`src/rtl/remote_pkg.sv`:
```
// Shared types and constants for the remote channel scheduler.
package remote_pkg;

  typedef enum logic [1:0] {ST_OFF, ST_INIT, ST_RUN, ST_DISARM} state_t;

  localparam logic [1:0] CH_THROTTLE = 2'd0;
  localparam logic [1:0] CH_YAW      = 2'd1;
  localparam logic [1:0] CH_PITCH    = 2'd2;
  localparam logic [1:0] CH_ROLL     = 2'd3;

  localparam logic [7:0] NEUTRAL_DEFAULT      = 8'd128;
  localparam logic [7:0] THROTTLE_MIN_DEFAULT = 8'd0;

  typedef struct packed {
    logic [7:0] throttle;
    logic [7:0] yaw;
    logic [7:0] pitch;
    logic [7:0] roll;
  } stick_set_t;

  function automatic logic [7:0] chan_value(input stick_set_t s, input logic [1:0] ch);
    case (ch)
      CH_THROTTLE: chan_value = s.throttle;
      CH_YAW:      chan_value = s.yaw;
      CH_PITCH:    chan_value = s.pitch;
      default:     chan_value = s.roll;
    endcase
  endfunction

endpackage

```
`src/rtl/init_timer.sv`:
```
// Saturating cycle counter with synchronous clear; done once LIMIT cycles have elapsed.
module init_timer #(
  parameter int unsigned LIMIT = 400
) (
  input  logic clock,
  input  logic reset_n,
  input  logic clear,
  input  logic enable,
  output logic done
);

  localparam int W = (LIMIT < 2) ? 1 : $clog2(LIMIT + 1);
  localparam logic [W-1:0] LIMIT_W = W'(LIMIT);

  logic [W-1:0] count;

  always_ff @(posedge clock) begin
    if (!reset_n || clear) begin
      count <= '0;
    end else if (enable && count != LIMIT_W) begin
      count <= count + W'(1);
    end
  end

  assign done = (count == LIMIT_W);

endmodule

```
`src/rtl/remote_channel_scheduler.sv`:
```
// Sequences arming, stick rounds and a safe disarm round onto a 4-channel DAC
// through a ready/write handshake.
//
//   state     | meaning
//   ST_OFF    | idle, no DAC writes
//   ST_INIT   | arming rounds: init_signal on ch0, neutral elsewhere
//   ST_RUN    | gesture rounds from a per-round snapshot, armed high
//   ST_DISARM | one round of safe values, then back to OFF
module remote_channel_scheduler
  import remote_pkg::*;
#(
  parameter int unsigned INIT_CYCLES  = 400,
  parameter logic [7:0]  NEUTRAL      = NEUTRAL_DEFAULT,
  parameter logic [7:0]  THROTTLE_MIN = THROTTLE_MIN_DEFAULT
) (
  input  logic       clock,
  input  logic       reset_n,
  input  logic       on_state,
  input  logic [7:0] init_signal,
  input  logic       gesture_valid,
  input  logic [7:0] gesture_throttle,
  input  logic [7:0] gesture_yaw,
  input  logic [7:0] gesture_pitch,
  input  logic [7:0] gesture_roll,
  input  logic       dac_ready,
  output logic       dac_write,
  output logic [7:0] dac_data,
  output logic [1:0] dac_chan,
  output logic       armed
);

  localparam stick_set_t SAFE_SET = '{throttle: THROTTLE_MIN, yaw: NEUTRAL,
                                      pitch: NEUTRAL, roll: NEUTRAL};

  state_t     state, state_next;
  stick_set_t holding, round_set;
  logic [1:0] chan_next;
  logic [7:0] data_next;
  logic       write_next;
  logic       snap;
  logic       init_done;
  logic       xfer_done;

  assign xfer_done = dac_write & dac_ready;

  init_timer #(.LIMIT(INIT_CYCLES)) u_init_timer (
    .clock   (clock),
    .reset_n (reset_n),
    .clear   (state != ST_INIT),
    .enable  (state == ST_INIT),
    .done    (init_done)
  );

  always_ff @(posedge clock) begin
    if (!reset_n) begin
      state     <= ST_OFF;
      dac_write <= 1'b0;
      dac_data  <= 8'd0;
      dac_chan  <= CH_THROTTLE;
      armed     <= 1'b0;
      holding   <= SAFE_SET;
      round_set <= SAFE_SET;
    end else begin
      state     <= state_next;
      dac_write <= write_next;
      dac_data  <= data_next;
      dac_chan  <= chan_next;
      armed     <= (state_next == ST_RUN);
      if (gesture_valid) begin
        holding <= '{throttle: gesture_throttle, yaw: gesture_yaw,
                     pitch: gesture_pitch, roll: gesture_roll};
      end
      if (snap) begin
        round_set <= holding;
      end
    end
  end

  // A new word is only loaded on a completed transfer, so a stalled word holds.
  always_comb begin
    state_next = state;
    chan_next  = dac_chan;
    write_next = dac_write;
    data_next  = dac_data;
    snap       = 1'b0;
    case (state)
      ST_OFF: begin
        write_next = 1'b0;
        if (on_state) begin
          state_next = ST_INIT;
          write_next = 1'b1;
          chan_next  = CH_THROTTLE;
          data_next  = init_signal;
        end
      end
      ST_INIT, ST_RUN: begin
        if (xfer_done) begin
          chan_next = dac_chan + 2'd1;
          if (!on_state) begin
            state_next = ST_DISARM;
            chan_next  = CH_THROTTLE;
            data_next  = THROTTLE_MIN;
          end else if (state == ST_RUN || (dac_chan == CH_ROLL && init_done)) begin
            state_next = ST_RUN;
            snap       = (chan_next == CH_THROTTLE);
            data_next  = chan_value(snap ? holding : round_set, chan_next);
          end else begin
            data_next = (chan_next == CH_THROTTLE) ? init_signal : NEUTRAL;
          end
        end
      end
      ST_DISARM: begin
        if (xfer_done) begin
          chan_next = dac_chan + 2'd1;
          data_next = NEUTRAL;
          if (dac_chan == CH_ROLL) begin
            state_next = ST_OFF;
            write_next = 1'b0;
            data_next  = THROTTLE_MIN;
          end
        end
      end
      default: state_next = ST_OFF;
    endcase
  end

endmodule

```
`config.mk`:
```
export PLATFORM = sky130hd
export DESIGN_NAME = remote_channel_scheduler
export DESIGN_NICKNAME = d
export VERILOG_FILES = /design/src/rtl/remote_pkg.sv /design/src/rtl/init_timer.sv /design/src/rtl/remote_channel_scheduler.sv
export SDC_FILE = /design/constraint.sdc
export NUM_CORES = 1
export LEC_CHECK = 0
export CAP_MARGIN = 20
export CELL_PAD_IN_SITES_DETAIL_PLACEMENT = 0
export CELL_PAD_IN_SITES_GLOBAL_PLACEMENT = 1
export CORE_ASPECT_RATIO = 0.5
export CORE_UTILIZATION = 47
export DETAILED_ROUTE_END_ITERATION = 8
export DONT_BUFFER_PORTS = 1
export PLACE_DENSITY_LB_ADDON = 0.1
export SYNTH_ARGS = -nofsm -noshare
export SYNTH_HDL_FRONTEND = slang
export SYNTH_SLANG_ARGS = --single-unit
```
`constraint.sdc`:
```
create_clock -name clock -period 2.47 [get_ports clock]
set_clock_uncertainty 0.2 [all_clocks]
set_input_delay 0.6175 -clock clock [delete_from_list [all_inputs] [get_ports clock]]
set_output_delay 0.6175 -clock clock [all_outputs]
set_load 0.05 [all_outputs]
```
run_1/floorplan.png
Pins as bars on the die edge. Tap cells in gray.
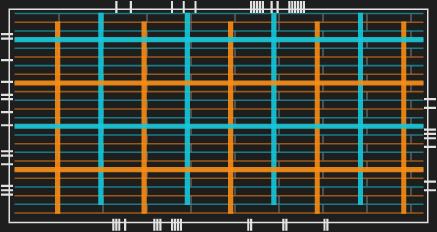
| color | net |
|---|---|
| orange | VSS |
| cyan | VDD |
met5 straps: 4
met4 straps: 9
tap cells: 112
VDD IR max: 417 uV
Die Height: 66.4 um

run_1/class_map.png
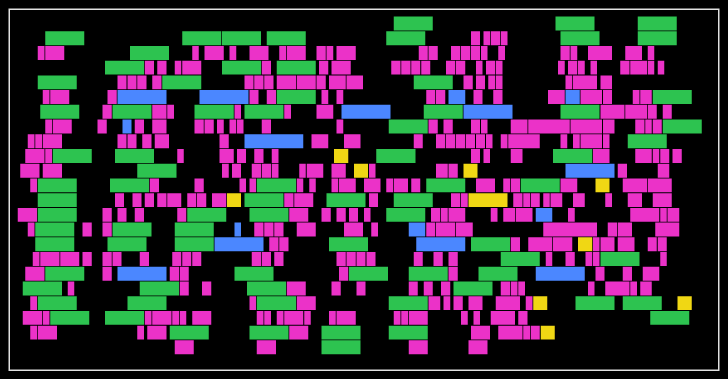
| color | class | cells | share of their area |
|---|---|---|---|
| blue | clock drivers and dummy loads | 16 | 7.2% |
| yellow | remaining buffers and delay cells | 10 | 2.1% |
| magenta | remaining logic cells | 352 | 52% |
| green | sequential cells | 79 | 38% |
Core ar.: 8030 um2
post-layout util: 0.529
post-route cell area: 4250 um2
Site Rows: 23

run_1/clock_wires.png
Scale bar: 50 um.
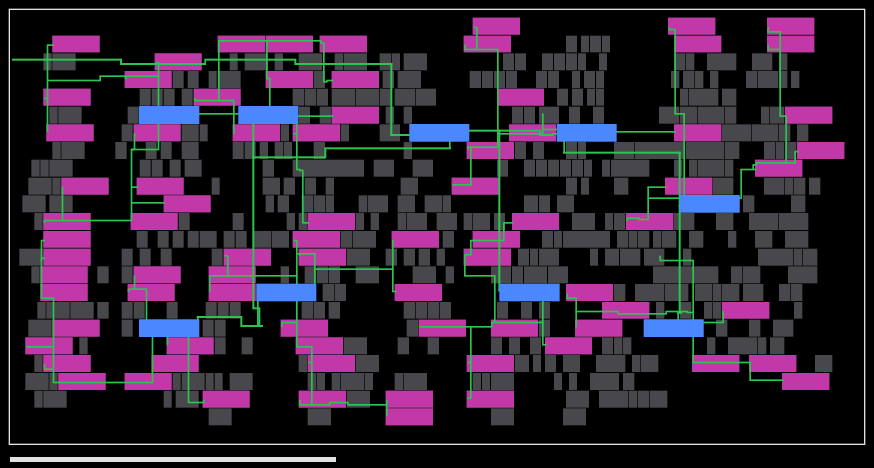
[blue] clock-net drivers | count: 9
[magenta] flip-flops | count: 79
[green] clock wires | length: 942 um
flops lie: spread over the die

==> qor.txt, run 1 <==
Outcome -> complete, no violations
TritonCTS clock tree -> built
Max transition margin -> 0.548
Global-route wire length before repair -> 15,700 um
Final Hold Viols -> 0
Synth top cell by count -> dfxtp_1
Power Dens Cells -> 703 nW/um2
Grt met1 use -> 0.320
Place WS -> 0.0794 ns
Netlist Area Pre-Place -> 3900 um2
Met3 routed WL -> 742 um
Maximum clock rate -> 429 MHz
Final tally of setup violations -> 0
Min Hold Slack -> 0.149 ns
Layout Cells excl Fill -> 569
RSZ-0062 raised after global routing -> false
Reg2reg path depth -> 6
EDFF count, synth -> 0
Io pins -> 57
Synth Seq Share -> 0.406
Number of diodes -> 0
Reg2reg setup slack -> 0.14 ns
Detailed placer's ending HPWL -> 6960 um
Clock sink count -> 79
CTS clk-pin slew, worst paths -> 0.06 ns
Final min period -> 2.33 ns
Max Slew Vio Count -> 0
Crit path cell chain -> inv_1, ha_1, o2bb2ai_4, and2_1, nand3_1, o32ai_1
Worst endpoint data arrival time -> 2.37 ns
Total gr overflow -> 0
# Cells Yosys -> 470
Register area -> 1580 um2
Setup_tns -> 0 ns
Post-cts sizing count -> 0
Cell type with the largest total area -> dfxtp_1
Gpl congestion -> 0.898
FILL cells -> 751
Clock latency on the worst-skew pair -> 0.34 ns
Slew of the pin with the lowest slew margin -> 0.678 ns
CP Max Fanout -> 11
Final wirelength -> 9570 um
Multi-input combinational cell area -> 2100 um2
Yosys cell types -> 49
Biggest area cells -> dfxtp_1, mux2i_1, nand3_1, a21oi_1, o21ai_0
Critical Path RT -> 2.51 ns
Via count of the first global-routing pass -> 3,110
Die ar. -> 8690 um2
Met2 usage in global routing -> 0.363
Iteration-0 DRC Markers -> 243
Final net count -> 507
Max Cap Violations -> 0
Post-synth regs -> 79
Area Growth Syn to Fin -> 8.95%
Share of cells above drive strength 1 -> 0.0832
Average size of a mapped cell -> 8.30 um2
Crit path to -> dac_data[7]
Hold Crit Start -> reset_n
Wl on met1 -> 4500 um
Hold worst-path end -> holding[15]
Placed Area -> 3950 um2
CTS buffer count -> 9
Async set-reset flop share out of synthesis -> 0
Worst hold path depth -> 1
Gate Count Post-Synth -> 470
PortBufs -> 0
Largest type area fraction -> 0.406
Total vias in the final route -> 3,288
Crit Reg-Reg Startpoint -> state[0]
Worst setup margin -> 0.139 ns
Log Warnings -> 33
Clk Tree Root Cell -> clkbuf_16
Slowest CP cell -> dfxtp_1
Type of the tightest min-delay check -> in -> reg
Grt met3 use -> 0.0898
Stages on worst setup path -> 6
Final Cycle Share -> 0.944
CTS max path bufs -> 2
1st-pass router iterations -> 5
Slowest cell delay on critical path -> 0.41 ns
Yosys Warn Count -> 0
-- run 1: registers in the layout, summed over array words and instances (netlist names) --
| signal | flops |
|---|---|
| armed | 1 |
| dac_chan | 2 |
| dac_data | 8 |
| dac_write | 1 |
| holding | 32 |
| round_set | 24 |
| state | 2 |
| u_init_timer.count | 9 |
-- run 1: layout by cell type, fill, tap and decap left out, drive strengths merged, types with 3 or more instances in the layout --
cell	netlist	final
nand3	48	48
mux2i	39	39
a21oi	46	46
ha	10	10
nor3	9	9
nor2	51	51
clkbuf	19	10
inv	10	12
a211oi	3	3
o21ai	44	44
nand2	41	41
a311oi	7	7
dfxtp	79	79
and2	3	3
buf	20	10
a22oi	7	7
xnor2	3	3
-- run 1: worst reg2reg max path, stage by stage (launching register included) --
cell and delay [ns]:
dfxtp_1 0.41, inv_1 0.09, ha_1 0.41, o2bb2ai_4 0.26, and2_1 0.42, nand3_1 0.14
o32ai_1 0.30
-- run 1: power by group --
group | total, W | leakage, nW | internal [W] | switching, W
clock network | 0.00132 | 0.143 | 0.000789 | 0.000531
logic | 0.000231 | 0.767 | 0.0000912 | 0.000139
registers | 0.00144 | 0.646 | 0.00133 | 0.000107
total | 0.00299 | 1.56 | 0.00221 | 0.000777
-- run 1: cells by family after synthesis --
family,synth area share
and+or+nand+nor,0.202
xor gates and xnor gates,0.0112
AOI/OAI and AO/OA,0.190
DFF,0.406
adders and majority gates,0.0321
muxes,0.103
buffers and inverters,0.0555
-- run 1: area by class of cell --
| type | count | area share |
|---|---|---|
| Sequential cell | 79 | 0.372 |
| Tap cell | 112 | 0.0330 |
| Multi-Input combinational cell | 342 | 0.495 |
| Clock buffer | 10 | 0.0539 |
| Timing Repair Buffer | 10 | 0.0206 |
| Inverter | 10 | 0.00883 |
| Clock inverter | 6 | 0.0162 |
==> run 2: changes to the inputs <==
Settings changed: MAX_ROUTING_LAYER from default to met4.
run_2/layers.png
Scale bar: 50 um.
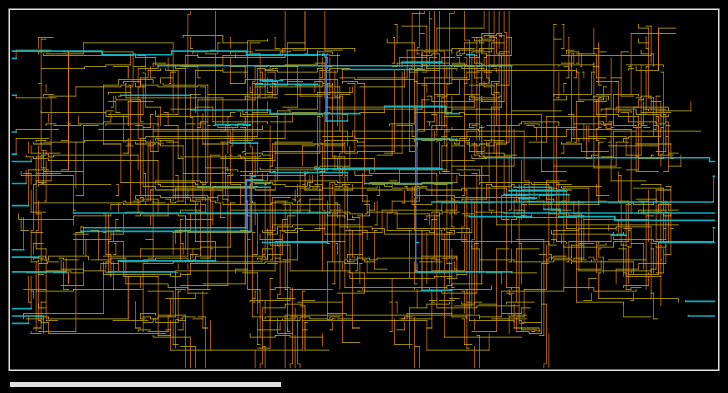
| color | layer | wire length |
|---|---|---|
| blue | M4 | 61.9 um |
| orange | M2 | 4,260 um |
| cyan | M3 | 772 um |
| yellow | M1 | 4,480 um |
total vias in the final route: 3,270
gr usage total: 0.249
wire per inst: 16.8 um
final wirelength: 9570 um

==> qor.txt, run 2 <==
Outcome -> complete, no violations
VDD IR max -> 415 uV
# Cells Yosys -> 470
Pleak -> 1.56 nW
Die ar. -> 8690 um2
Post-DR vias/cell -> 5.75
Post-CTS setup buffer count -> 0
Worst hold path depth -> 1
Regs by FF count -> holding x32, round_set x24, u_init_timer.count x9
Via count of the first global-routing pass -> 3,100
Die Height -> 66.4 um
Iteration-0 DRC Markers -> 231
Yosys Warn Count -> 0
Largest net degree at the start of global routing -> 56
Netlist Area Pre-Place -> 3900 um2
YS chip area -> 3900 um2
Async set-reset flop share out of synthesis -> 0
Placed Area -> 3950 um2
Hold Buf Count CTS -> 0
Gate Count Post-Synth -> 470
Most frequent logic cell in the layout -> dfxtp_1
CP startpoint kind -> register
Core ar. -> 8030 um2
Reg2reg setup slack -> 0.21 ns
Io pins -> 57
Max Slew Vio Count -> 0
Top_reg_cell synth -> dfxtp_1
PortBufs -> 0
Synth Seq Share -> 0.406
Site Rows -> 23
Die X -> 131 um
Post-cts sizing count -> 0
Share of cells above drive strength 1 -> 0.0832
Type of the tightest min-delay check -> in -> reg
Crit path cell chain -> inv_1, ha_1, o2bb2ai_4, and2_1, nand3_1, o32ai_1
Hold Crit Start -> reset_n
Power Total -> 0.00299 W
Power Dens Cells -> 703 nW/um2
Reg2reg end -> dac_data[7]
1st-pass router iterations -> 5
Slowest CP cell -> dfxtp_1
Clk Tree Root Cell -> clkbuf_16
Global-route wire length before repair -> 15,700 um
Kind of critical path -> reg -> reg
Fp_density -> 0.486
Reg2reg path depth -> 6
Min Hold Slack -> 0.149 ns
CTS max path bufs -> 2
CP Capture Type -> register
Maximum clock rate -> 442 MHz
Largest type area fraction -> 0.406
Crit Reg-Reg Startpoint -> state[0]
H-tree levels -> 3
Total gr overflow -> 0
Yosys cell types -> 49
Synth top cell by count -> dfxtp_1
Detailed placer's ending HPWL -> 6960 um
Hold worst-path end -> holding[15]
Cell type with the largest total area -> dfxtp_1
Synth top cells by count -> dfxtp_1, nor2_1, nand3_1, a21oi_1, nand2_1
CP Max Fanout -> 11
Average size of a mapped cell -> 8.30 um2
CTS clk-pin slew, worst paths -> 0.06 ns
Setup_tns -> 0 ns
Antenna violations before repair -> 0
Final net count -> 507
Post-layout util -> 0.529
Final min period -> 2.26 ns
Post-route cell area -> 4250 um2
Slew of the pin with the lowest slew margin -> 0.661 ns
Place WS -> 0.0794 ns
Placed cell count -> 553
CTS buffer count -> 9
Max Cap Violations -> 0
Slowest cell delay on critical path -> 0.41 ns
Critical Path RT -> 2.51 ns
Clock sink count -> 79
Final tally of setup violations -> 0
Final Hold Viols -> 0
Log Warnings -> 33
Worst endpoint data arrival time -> 2.31 ns
Post-Syn Nets -> 525
Area Growth Syn to Fin -> 8.95%
Worst setup margin -> 0.206 ns
Final Cycle Share -> 0.917
TritonCTS clock tree -> built
Post-route ant nets -> 0
Gpl congestion -> 0.913
Layout Cells excl Fill -> 569
RSZ-0062 raised after global routing -> false
Biggest area cells -> dfxtp_1, mux2i_1, nand3_1, a21oi_1, o21ai_0
Number of diodes -> 0
Post-synth regs -> 79
Top cells excl fill/tap -> dfxtp_1, nor2_1, nand3_1
Clock latency on the worst-skew pair -> 0.34 ns
CP delay by family, top -> AND-OR/OR-AND gates
Worst path buffer plus inverter count -> 1
Max transition margin -> 0.560
Reg with most FFs -> holding
Drc violations -> 0
Max reg flops -> 32
EDFF count, synth -> 0
run_2/floorplan.png
Pins as bars on the die edge. Tap cells in gray.
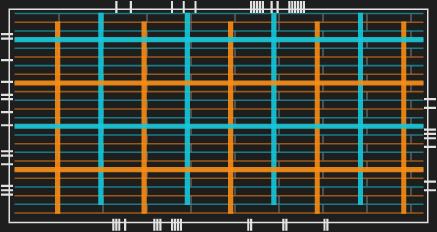
| color | net |
|---|---|
| orange | VSS |
| cyan | VDD |
met4 straps: 9
signal pins: 57
rows: 23

run 2: cell counts in the layout (fill, tap and decap cells not counted):
Identical to the previous run, type by type.
run 2: cells by family (layout without fill, tap and decap cells):
| kind of cell | Yosys count | in the layout | synth area share |
|---|---|---|---|
| AND/OR/NAND/NOR | 168 | 168 | 0.202 |
| AND-OR/OR-AND | 119 | 119 | 0.190 |
| flip-flops | 79 | 79 | 0.406 |
| buffers and inverters | 49 | 36 | 0.0555 |
| multiplexers | 40 | 40 | 0.103 |
| adder cells (fa/ha/maj) | 10 | 10 | 0.0321 |
| XOR/XNOR | 5 | 5 | 0.0112 |
run 2: cell type report:
| class | instances | area, um2 |
|---|---|---|
| Timing Repair Buffer | 10 | 87.6 |
| Inverter | 10 | 37.5 |
| Clock inverter | 6 | 68.8 |
| Clock buffer | 10 | 229 |
| Fill cell | 751 | 3780 |
| Tap cell | 112 | 140 |
| Sequential cell | 79 | 1580 |
| Multi-Input combinational cell | 342 | 2100 |
run 2: power breakdown:
part | switching, W | leakage (nW) | internal [W]
combinational | 0.000138 | 0.767 | 0.0000912
clock | 0.000532 | 0.143 | 0.000789
sequential | 0.000107 | 0.646 | 0.00133
total | 0.000778 | 1.56 | 0.00221
run 2: metal layers:
layer | part of all wire | up-vias | wire length (um) | global-route usage
li1 | - | 1619 | - | -
met1 | 0.47 | 1551 | 4480 | 0.324
met2 | 0.44 | 91 | 4260 | 0.362
met3 | 0.081 | 9 | 771 | 0.0890
met4 | 0.0064 | 0 | 61 | 0.0733
met5 | 0 | - | 0 | -
run 2: worst max-delay path by stage:
stage,start,endpoint,cells past startpoint
floorplan,dac_chan[0],dac_data[7],7
global placement,state[1],round_set[20],6
detailed placement,state[0],round_set[2],6
CTS,state[0],round_set[2],6
global route,dac_chan[0],dac_data[4],6
finish,state[0],dac_data[7],6
Power is estimated from default activity; no workload was simulated.
